Figure 1. Routing congestion.
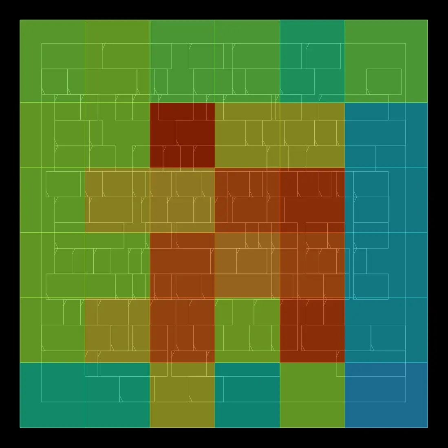
Figure 2. Met2 routing.
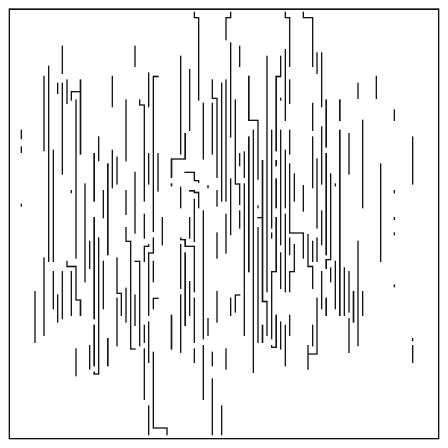
**src/rtl/sat_counter.sv**
```systemverilog
// Up-counter that sticks at MAX; synchronous clear has priority over increment.
module sat_counter #(
  parameter int unsigned WIDTH = 16,
  parameter int unsigned MAX   = 65535
) (
  input  logic             clk,
  input  logic             clr,
  input  logic             inc,
  output logic [WIDTH-1:0] value
);

  localparam logic [WIDTH-1:0] MaxVal = WIDTH'(MAX);

  logic [WIDTH-1:0] value_q, value_d;

  always_comb begin
    value_d = value_q;
    if (clr) begin
      value_d = '0;
    end else if (inc && (value_q != MaxVal)) begin
      value_d = value_q + 1'b1;
    end
  end

  always_ff @(posedge clk) begin
    value_q <= value_d;
  end

  assign value = value_q;

endmodule

```
**config.mk**
```make
export PLATFORM = sky130hd
export DESIGN_NAME = sat_counter
export DESIGN_NICKNAME = d
export VERILOG_FILES = /design/src/rtl/sat_counter.sv
export SDC_FILE = /design/constraint.sdc
export NUM_CORES = 1
export LEC_CHECK = 0
export ABC_CLOCK_PERIOD_IN_PS = 3250
export CORE_MARGIN = 2
export CORE_UTILIZATION = 55
export CTS_BUF_LIST = sky130_fd_sc_hd__clkbuf_4 sky130_fd_sc_hd__clkbuf_8
export DETAILED_ROUTE_END_ITERATION = 8
export GPL_TIMING_DRIVEN = 1
export PLACE_DENSITY = 0.86
export SLEW_MARGIN = 20
export SYNTH_ARGS = -nofsm -noshare
export SYNTH_HDL_FRONTEND = slang
export SYNTH_SLANG_ARGS = --single-unit
```
**constraint.sdc**
```tcl
create_clock -name clk -period 3.25 [get_ports clk]
set_clock_uncertainty 0.2 [all_clocks]
set_input_delay 0.975 -clock clk [delete_from_list [all_inputs] [get_ports clk]]
set_output_delay 0.975 -clock clk [all_outputs]
set_load 0.03 [all_outputs]
```
==> impl_results.html <==
<p>Metrics extracted from the flow reports.</p>
<table>
<tr><th>Metric</th><th>Value</th></tr>
<tr><th colspan="2">Power and ir drop</th></tr>
<tr><td>Logic power comb</td><td>between 20 and 25 uW</td></tr>
<tr><td>Sequential cell fraction of total power</td><td>between 50% and 60%</td></tr>
<tr><td>Power Internal</td><td>roughly 270 uW</td></tr>
<tr><td>Switching power share of the total</td><td>22.8%</td></tr>
<tr><td>Group drawing the most power</td><td>sequential cells</td></tr>
<tr><td>Psw</td><td>81.3 uW</td></tr>
<tr><td>Total design power</td><td>356 uW</td></tr>
<tr><td>Lkg Pwr</td><td>0.000345 uW</td></tr>
<tr><th colspan="2">Floorplan</th></tr>
<tr><td>Number of placement rows</td><td>14</td></tr>
<tr><td>Die Span Y</td><td>43.3 um</td></tr>
<tr><td>Die Width</td><td>43.3 um</td></tr>
<tr><td>Core outline area</td><td>1470 um2</td></tr>
<tr><td>Initial standard-cell utilization of the core</td><td>57.7%</td></tr>
<tr><th colspan="2">Synth</th></tr>
<tr><td>Cell type with the highest aggregate area in the netlist</td><td>sky130_fd_sc_hd__dfxtp_1</td></tr>
<tr><td>Top cells by count, synth</td><td>16 x sky130_fd_sc_hd__dfxtp_1, 10 x sky130_fd_sc_hd__a21oi_1, 7 x sky130_fd_sc_hd__or4_1</td></tr>
<tr><td>Ranking of synthesized cells by area</td><td>sky130_fd_sc_hd__dfxtp_1 38%, sky130_fd_sc_hd__or4_1 6.2%, sky130_fd_sc_hd__a21oi_1 5.9%, sky130_fd_sc_hd__o31ai_1 5.3%, sky130_fd_sc_hd__nand3_1 3.5%</td></tr>
<tr><td>Per-instance average area after synthesis</td><td>around 8.6 um2</td></tr>
<tr><td>Warnings, synthesis</td><td>0</td></tr>
<tr><td>Post-synthesis cell count from yosys</td><td>slightly below 100</td></tr>
<tr><td>Area leader share</td><td>37.8%</td></tr>
<tr><td>Yosys Chip Area</td><td>between 800 and 900 um2</td></tr>
<tr><td>Distinct cells, synth</td><td>31</td></tr>
<tr><td>Most used flip-flop cell</td><td>sky130_fd_sc_hd__dfxtp_1</td></tr>
<tr><td>Nets in the synthesized netlist</td><td>103</td></tr>
<tr><td>Count of flip-flops with a built-in enable after synthesis</td><td>0</td></tr>
<tr><td>Flops &amp; latches, synth</td><td>16</td></tr>
<tr><th colspan="2">Clock tree</th></tr>
<tr><td>TritonCTS clock tree</td><td>done</td></tr>
<tr><td>Root buffer cell</td><td>sky130_fd_sc_hd__clkbuf_4</td></tr>
<tr><td>Maximum level of the CTS H-tree</td><td>1</td></tr>
<tr><td>Total CTS buffers</td><td>3</td></tr>
<tr><td># resized after CTS</td><td>0</td></tr>
<tr><td>Number of buffers added to fix hold violations after cts</td><td>0</td></tr>
<tr><td>Post-CTS Setup Bufs</td><td>0</td></tr>
<tr><td>Clock-pin slew on the worst setup and hold paths</td><td>0.10 ns</td></tr>
<tr><td>Insertion delay at the late pin of the worst-skew pair</td><td>0.29 ns</td></tr>
<tr><th colspan="2">Final timing</th></tr>
<tr><td>Max Clock Freq</td><td>373 MHz</td></tr>
<tr><td>Setup violators final</td><td>0</td></tr>
<tr><td>Final-report max-slew violation count</td><td>0</td></tr>
<tr><td>Least-Margin Pin Slew</td><td>about 0.79 ns</td></tr>
<tr><td>Final setup slack of the worst path</td><td>0.568 ns</td></tr>
<tr><td>Period utilization</td><td>82.5%</td></tr>
<tr><td>Slew HR</td><td>46.7%</td></tr>
<tr><td>Minimum clock period after layout</td><td>2.68 ns</td></tr>
<tr><th colspan="2">Detailed routing</th></tr>
<tr><td>Remaining design rule violation count</td><td>0</td></tr>
<tr><td>Initial DRC count</td><td>26</td></tr>
<tr><td>Post-Route WL</td><td>a little under 2000 um</td></tr>
<tr><td>Router iterations before antenna repair</td><td>4</td></tr>
<tr><td>Number of vias in the routed layout</td><td>859</td></tr>
<tr><td>Average detailed-routed wire length per instance</td><td>14.5 um</td></tr>
<tr><td>Drt via density</td><td>approximately 6.4</td></tr>
<tr><th colspan="2">Global route</th></tr>
<tr><td>Met2 usage in global routing</td><td>40.3%</td></tr>
<tr><td>Total global-route track usage</td><td>a little under a quarter</td></tr>
<tr><td>Pin count of the biggest net entering global routing</td><td>19</td></tr>
<tr><th colspan="2">Critical path</th></tr>
<tr><td>Delay of the slowest cell on the worst path</td><td>roughly 0.73 ns</td></tr>
<tr><td>Crit path max-delay family</td><td>buffers and inverters</td></tr>
<tr><td>Total buffers and inverters traversed by the critical path</td><td>1</td></tr>
<tr><td>Highest-delay cell along the critical path</td><td>sky130_fd_sc_hd__clkdlybuf4s50_1</td></tr>
<tr><td>Startpoint types</td><td>flop</td></tr>
<tr><td>Required arrival time at the worst endpoint</td><td>2.07 ns</td></tr>
<tr><td>Worst setup EP type</td><td>output pin</td></tr>
<tr><td>Ordered cell list for the critical path</td><td>clkdlybuf4s50_1</td></tr>
<tr><td>Largest fanout on the critical path</td><td>7</td></tr>
<tr><th colspan="2">Finish</th></tr>
<tr><td>Nets</td><td>123</td></tr>
<tr><td>Flip-flop count of the largest register, all copies and words added</td><td>16</td></tr>
<tr><th colspan="2">Place</th></tr>
<tr><td>Placer Congestion</td><td>0.758</td></tr>
<tr><td>Worst Setup Slack post-DPL</td><td>approximately 0.37 ns</td></tr>
<tr><td>Number of buffers inserted by port buffering</td><td>18</td></tr>
<tr><th colspan="2">Status</th></tr>
<tr><td>Run status</td><td>complete, no violations</td></tr>
<tr><th colspan="2">Hold path</th></tr>
<tr><td>Hold Crit Class</td><td>flop to flop</td></tr>
<tr><th colspan="2">Flow run</th></tr>
<tr><td>Reported max-cap violation count</td><td>0</td></tr>
</table>
-- Figure 1 (at the start) --
fraction of met1 tracks used by global routing: 29.1%
GRT Max-Usage Layer: met2
Post-Route Utilization: 73.1%
global-route track usage on met3: 5.53%

-- Figure 2 (at the start) --
longest straight run: 24.5 um
nets with wire on the layer: 111

==> per-stage QoR <==
step / hold WS, ns / instance area [um2]
5_1_grt: 0.374 / 1080
3_5_place_dp: 0.329 / 1040
2_1_floorplan: 0.436 / 848
6_report: 0.343 / 1080
3_3_place_gp: 0.312 / 1040
4_1_cts: 0.345 / 1080
==> cell usage in the layout, fill, tap and decap left out, drive strengths merged, types with 2 or more instances in the layout <==
master	n
a21oi	10
nand4	4
inv	3
o31ai	6
clkdlybuf4s50	18
nor2b	2
or3	3
nor2	6
dfxtp	16
xnor2	2
or4	7
o21ai	4
nor3	4
and4	3
clkbuf	4
nand3	6
nor4	3
nand2	7
==> layer usage <==
| layer | up-vias | share of wire, % | routed length (um) |
|---|---|---|---|
| met5 | - | 0 | 0 |
| met4 | 0 | 0.56 | 11 |
| met3 | 2 | 6.3 | 122 |
| met2 | 38 | 49 | 963 |
| met1 | 398 | 44 | 851 |
| li1 | 421 | - | - |
==> cells by family after synthesis <==
logic type / share of synthesized area [%]
AOI/OAI and AO/OA: 16.5
xor gates and xnor gates: 2.07
adders and majority gates: 1.47
buffers and inverters: 3.24
DFF: 37.8
muxes: 2.51
and+or+nand+nor: 36.4
==> path summary, 6_finish.rpt <==
check                           depth (start not counted)  slack [ns]   endpoint      start
worst max-delay path                                    1        0.57   value[5]   value[5]
worst min-delay path                                    2        0.34  value[15]  value[15]
worst max register to register                          4        1.02  value[11]  value[13]
worst min register to register                          2        0.34  value[15]  value[15]
==> cell type report <==
type	instances	area [um2]	share of cell area [%]
clock buffer	4	36.3	3.37
inverter	3	11.3	1.05
multi-input combinational	76	500	46.5
sequential	16	320	29.8
tap	16	20.0	1.86
timing repair buffer	19	188	17.4
No activity file was given, so power comes from the tool's default toggle rates.
